<file path="config.mk">
export PLATFORM = sky130hd
export DESIGN_NAME = dcm_lock_supervisor
export DESIGN_NICKNAME = d
export VERILOG_FILES = /design/src/rtl/dcm_lock_supervisor.sv
export SDC_FILE = /design/constraint.sdc
export NUM_CORES = 1
export LEC_CHECK = 0
export ABC_AREA = 1
export ABC_CLOCK_PERIOD_IN_PS = 5400
export CELL_PAD_IN_SITES_DETAIL_PLACEMENT = 1
export CELL_PAD_IN_SITES_GLOBAL_PLACEMENT = 1
export CORE_ASPECT_RATIO = 0.8
export CORE_MARGIN = 2
export CORE_UTILIZATION = 47
export CTS_CLUSTER_SIZE = 12
export DETAILED_ROUTE_END_ITERATION = 10
export HOLD_SLACK_MARGIN = 0.02
export PLACE_DENSITY_LB_ADDON = 0.1
export SYNTH_ARGS = -nofsm -noshare
export SYNTH_HDL_FRONTEND = slang
export SYNTH_SLANG_ARGS = --single-unit
</file>
<file path="constraint.sdc">
create_clock -name input_clk -period 5.4 [get_ports input_clk]
set_input_delay 1.62 -clock input_clk [delete_from_list [all_inputs] [get_ports input_clk]]
set_output_delay 1.62 -clock input_clk [all_outputs]
set_load 0.1 [all_outputs]
</file>
<file path="src/rtl/dcm_lock_supervisor.sv">
// Supervises NUM_CH DCMs: waits for each LOCKED, filters it, and pulses the DCM
// reset on lock timeout, declaring a per-channel fault once retries run out.
module dcm_lock_supervisor #(
  parameter int NUM_CH          = 3,
  parameter int TICK_DIV        = 2,
  parameter int TIMEOUT_TICKS   = 50000,
  parameter int RST_PULSE_TICKS = 10,
  parameter int LOCK_FILTER     = 4,
  parameter int MAX_RETRIES     = 15
) (
  input  logic                  input_clk,
  input  logic                  reset_n,
  input  logic [NUM_CH-1:0]     dcm_locked_in,
  input  logic [NUM_CH-1:0]     channel_enable,
  input  logic                  clear_fault,
  output logic [NUM_CH-1:0]     dcm_reset_out,
  output logic [NUM_CH-1:0]     channel_ready,
  output logic                  all_ready,
  output logic [NUM_CH-1:0]     fault,
  output logic                  any_fault,
  output logic [4*NUM_CH-1:0]   retry_count
);

  localparam int TW = $clog2(TIMEOUT_TICKS + 1);
  localparam int FW = $clog2(LOCK_FILTER + 1);
  localparam int PW = $clog2(RST_PULSE_TICKS + 1);
  localparam int DW = (TICK_DIV > 1) ? $clog2(TICK_DIV) : 1;

  typedef enum logic [2:0] {
    ST_IDLE      = 3'd0,
    ST_WAIT_LOCK = 3'd1,
    ST_FILTER    = 3'd2,
    ST_READY     = 3'd3,
    ST_PULSE     = 3'd4,
    ST_FAULT     = 3'd5
  } state_t;

  logic [DW-1:0]     div_cnt;
  logic              tick;
  logic [NUM_CH-1:0] sync_meta;
  logic [NUM_CH-1:0] sync_lock;

  state_t        state_q  [NUM_CH];
  state_t        state_d  [NUM_CH];
  logic [TW-1:0] timer_q  [NUM_CH];
  logic [TW-1:0] timer_d  [NUM_CH];
  logic [FW-1:0] filter_q [NUM_CH];
  logic [FW-1:0] filter_d [NUM_CH];
  logic [PW-1:0] pulse_q  [NUM_CH];
  logic [PW-1:0] pulse_d  [NUM_CH];
  logic [3:0]    retry_q  [NUM_CH];
  logic [3:0]    retry_d  [NUM_CH];

  // The timer saturates so a long lock-high stretch in FILTER cannot wrap it.
  function automatic logic [TW-1:0] timer_step(input logic [TW-1:0] t);
    return (t == TW'(TIMEOUT_TICKS)) ? t : t + TW'(1);
  endfunction

  function automatic logic [3:0] retry_step(input logic [3:0] r);
    return (r == 4'hF) ? r : r + 4'd1;
  endfunction

  // Tick is registered, so the first one is consumed TICK_DIV edges after release.
  always_ff @(posedge input_clk) begin
    if (!reset_n) begin
      div_cnt <= '0;
      tick    <= 1'b0;
    end else if (div_cnt == DW'(TICK_DIV - 1)) begin
      div_cnt <= '0;
      tick    <= 1'b1;
    end else begin
      div_cnt <= div_cnt + DW'(1);
      tick    <= 1'b0;
    end
  end

  always_ff @(posedge input_clk) begin
    if (!reset_n) begin
      sync_meta <= '0;
      sync_lock <= '0;
    end else begin
      sync_meta <= dcm_locked_in;
      sync_lock <= sync_meta;
    end
  end

  always_comb begin
    for (int i = 0; i < NUM_CH; i++) begin
      state_d[i]  = state_q[i];
      timer_d[i]  = timer_q[i];
      filter_d[i] = filter_q[i];
      pulse_d[i]  = pulse_q[i];
      retry_d[i]  = retry_q[i];

      if (!channel_enable[i]) begin
        state_d[i]  = ST_IDLE;
        timer_d[i]  = '0;
        filter_d[i] = '0;
        pulse_d[i]  = '0;
        retry_d[i]  = '0;
      end else begin
        case (state_q[i])
          ST_IDLE: begin
            state_d[i]  = ST_WAIT_LOCK;
            timer_d[i]  = '0;
            filter_d[i] = '0;
          end
          ST_WAIT_LOCK: begin
            if (tick) begin
              if (sync_lock[i]) begin
                filter_d[i] = FW'(1);
                state_d[i]  = (LOCK_FILTER == 1) ? ST_READY : ST_FILTER;
              end else begin
                timer_d[i] = timer_step(timer_q[i]);
                if (timer_step(timer_q[i]) == TW'(TIMEOUT_TICKS)) begin
                  if ((MAX_RETRIES != 0) && (int'(retry_q[i]) == MAX_RETRIES)) begin
                    state_d[i] = ST_FAULT;
                  end else begin
                    state_d[i] = ST_PULSE;
                    pulse_d[i] = '0;
                    retry_d[i] = retry_step(retry_q[i]);
                  end
                end
              end
            end
          end
          ST_FILTER: begin
            if (tick) begin
              timer_d[i] = timer_step(timer_q[i]);
              if (sync_lock[i]) begin
                filter_d[i] = filter_q[i] + FW'(1);
                if (int'(filter_q[i]) + 1 == LOCK_FILTER) begin
                  state_d[i] = ST_READY;
                end
              end else begin
                // Lock dropped: restart filtering but keep the timeout running.
                filter_d[i] = '0;
                if (timer_step(timer_q[i]) == TW'(TIMEOUT_TICKS)) begin
                  if ((MAX_RETRIES != 0) && (int'(retry_q[i]) == MAX_RETRIES)) begin
                    state_d[i] = ST_FAULT;
                  end else begin
                    state_d[i] = ST_PULSE;
                    pulse_d[i] = '0;
                    retry_d[i] = retry_step(retry_q[i]);
                  end
                end else begin
                  state_d[i] = ST_WAIT_LOCK;
                end
              end
            end
          end
          ST_READY: begin
            if (tick && !sync_lock[i]) begin
              state_d[i]  = ST_WAIT_LOCK;
              timer_d[i]  = '0;
              filter_d[i] = '0;
            end
          end
          ST_PULSE: begin
            if (tick) begin
              if (int'(pulse_q[i]) + 1 == RST_PULSE_TICKS) begin
                state_d[i]  = ST_WAIT_LOCK;
                timer_d[i]  = '0;
                filter_d[i] = '0;
                pulse_d[i]  = '0;
              end else begin
                pulse_d[i] = pulse_q[i] + PW'(1);
              end
            end
          end
          ST_FAULT: begin
            if (clear_fault) begin
              state_d[i] = ST_PULSE;
              pulse_d[i] = '0;
              retry_d[i] = 4'd1;
            end
          end
          default: begin
            state_d[i] = ST_WAIT_LOCK;
            timer_d[i] = '0;
          end
        endcase
      end
    end
  end

  // Per-channel outputs are registered from the next state so they move on the
  // same edge as the state itself.
  always_ff @(posedge input_clk) begin
    if (!reset_n) begin
      for (int i = 0; i < NUM_CH; i++) begin
        state_q[i]  <= ST_WAIT_LOCK;
        timer_q[i]  <= '0;
        filter_q[i] <= '0;
        pulse_q[i]  <= '0;
        retry_q[i]  <= '0;
      end
      dcm_reset_out <= '0;
      channel_ready <= '0;
      fault         <= '0;
    end else begin
      for (int i = 0; i < NUM_CH; i++) begin
        state_q[i]       <= state_d[i];
        timer_q[i]       <= timer_d[i];
        filter_q[i]      <= filter_d[i];
        pulse_q[i]       <= pulse_d[i];
        retry_q[i]       <= retry_d[i];
        dcm_reset_out[i] <= (state_d[i] == ST_PULSE) || (state_d[i] == ST_IDLE);
        channel_ready[i] <= (state_d[i] == ST_READY);
        fault[i]         <= (state_d[i] == ST_FAULT);
      end
    end
  end

  always_ff @(posedge input_clk) begin
    if (!reset_n) begin
      all_ready <= 1'b0;
      any_fault <= 1'b0;
    end else begin
      all_ready <= (|channel_enable) && ((channel_ready | ~channel_enable) == '1);
      any_fault <= |fault;
    end
  end

  always_comb begin
    retry_count = '0;
    for (int i = 0; i < NUM_CH; i++) begin
      retry_count[4*i +: 4] = retry_q[i];
    end
  end

endmodule

</file>
Figure 1. Routed clock nets over the placement.
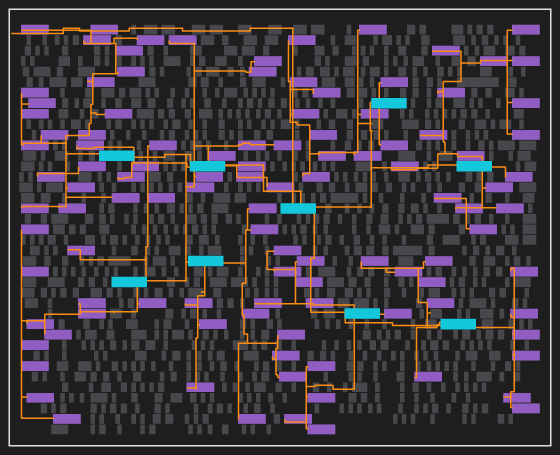
Purple stands for flip-flops, count 109. Orange stands for clock wires, length 1560 µm. Cyan stands for clock-net drivers, count 9.
Position of the flops: widely spread.

Figure 2. Wires at chosen ports, followed through buffers.
Bar = 50 µm.
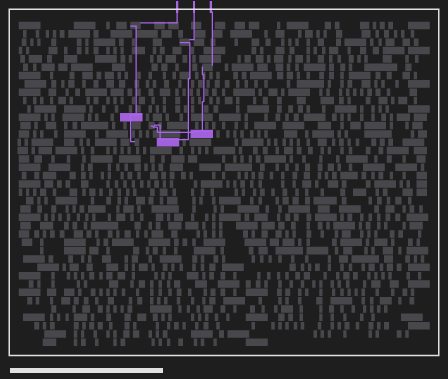
Purple stands for `channel_ready`, bits 3, direction output, edge top, end cells 3, buffers 3, wire 186 µm.

Figure 3. Where the registers sit.
Other sequential cells in the stronger grey, the rest of the logic in the fainter grey.
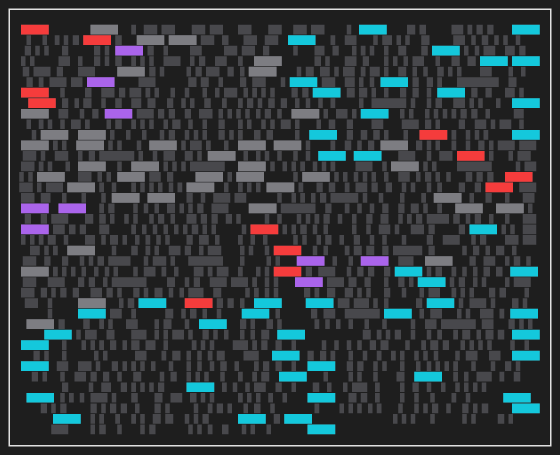
Purple stands for `filter_q`, placed flops 9. Cyan stands for `timer_q`, placed flops 48, where widely spread. Red stands for `pulse_q`, placed flops 12.
Another 40 sequential cells are not coloured.

==> results.py <==
# Flow results
metrics = {
    "status": {
        "outcome": "finished clean",
    },
    "route": {
        "dr_total_vias": 6950,
        "met3_wirelength_um": 735,
    },
    "worst_setup_path": {
        "timing.critical_path.depth": 1,
        "reg2reg_to": "timer_q[0][44]$_SDFFE_PN0P_",
        "reg2reg_slack_ps": 2270,
        "r2r.worst_path.cells": 13,
        "worstSetupEndpoint": "retry_count[10]",
        "cp-end-kind": "output port",
        "kind_of_cell_with_the_highest_combined_delay_on_the_critical_path": "buffers and inverters",
    },
    "finish": {
        "filler_cell_count": 1990,
        "layout_top_cell_excl_fill_tap": "nand2_1",
        "area.share.sequential": 0.283,
        "n_all_inverters": 167,
        "signal_buffer_area_fraction": 0.0441,
        "reg_top3": "timer_q x48, pulse_q x12, retry_q x12",
        "clockBufferCount": 9,
    },
    "yosys": {
        "avgSynthCellArea_um2": 6.39,
        "synth_top_cell_by_count": "nand2_1",
        "synth_top_area_share": 0.315,
        "synthesis.instances": 1083,
        "yosys_register_bits": 109,
        "synth.comb.largest_family": "simple AND/OR/NAND/NOR gates",
        "netlist.top_cell.by_area": "dfxtp_1",
        "yosysChipArea_um2": 6920,
    },
    "place": {
        "place_area_um2": 7410,
        "dpl_worst_slack_ps": 1840,
    },
    "power": {
        "pg_clk_mw": 0.720,
        "power_density_nw_per_um2": 230,
        "power.static_leakage_nw": 3.21,
    },
    "clocking": {
        "ctsRootBufferMaster": "clkbuf_16",
    },
    "flow_run": {
        "cap_viol_max_count": 0,
    },
    "floorplanning": {
        "fp_util": 0.482,
    },
    "global_routing": {
        "global_route.usage.total": 0.258,
        "grt_busiest_layer": "met2",
    },
    "final_timing": {
        "report.final.slew_viol_count": 0,
    },
}
Power figures rest on the tool's default switching activity, not on a simulated workload.
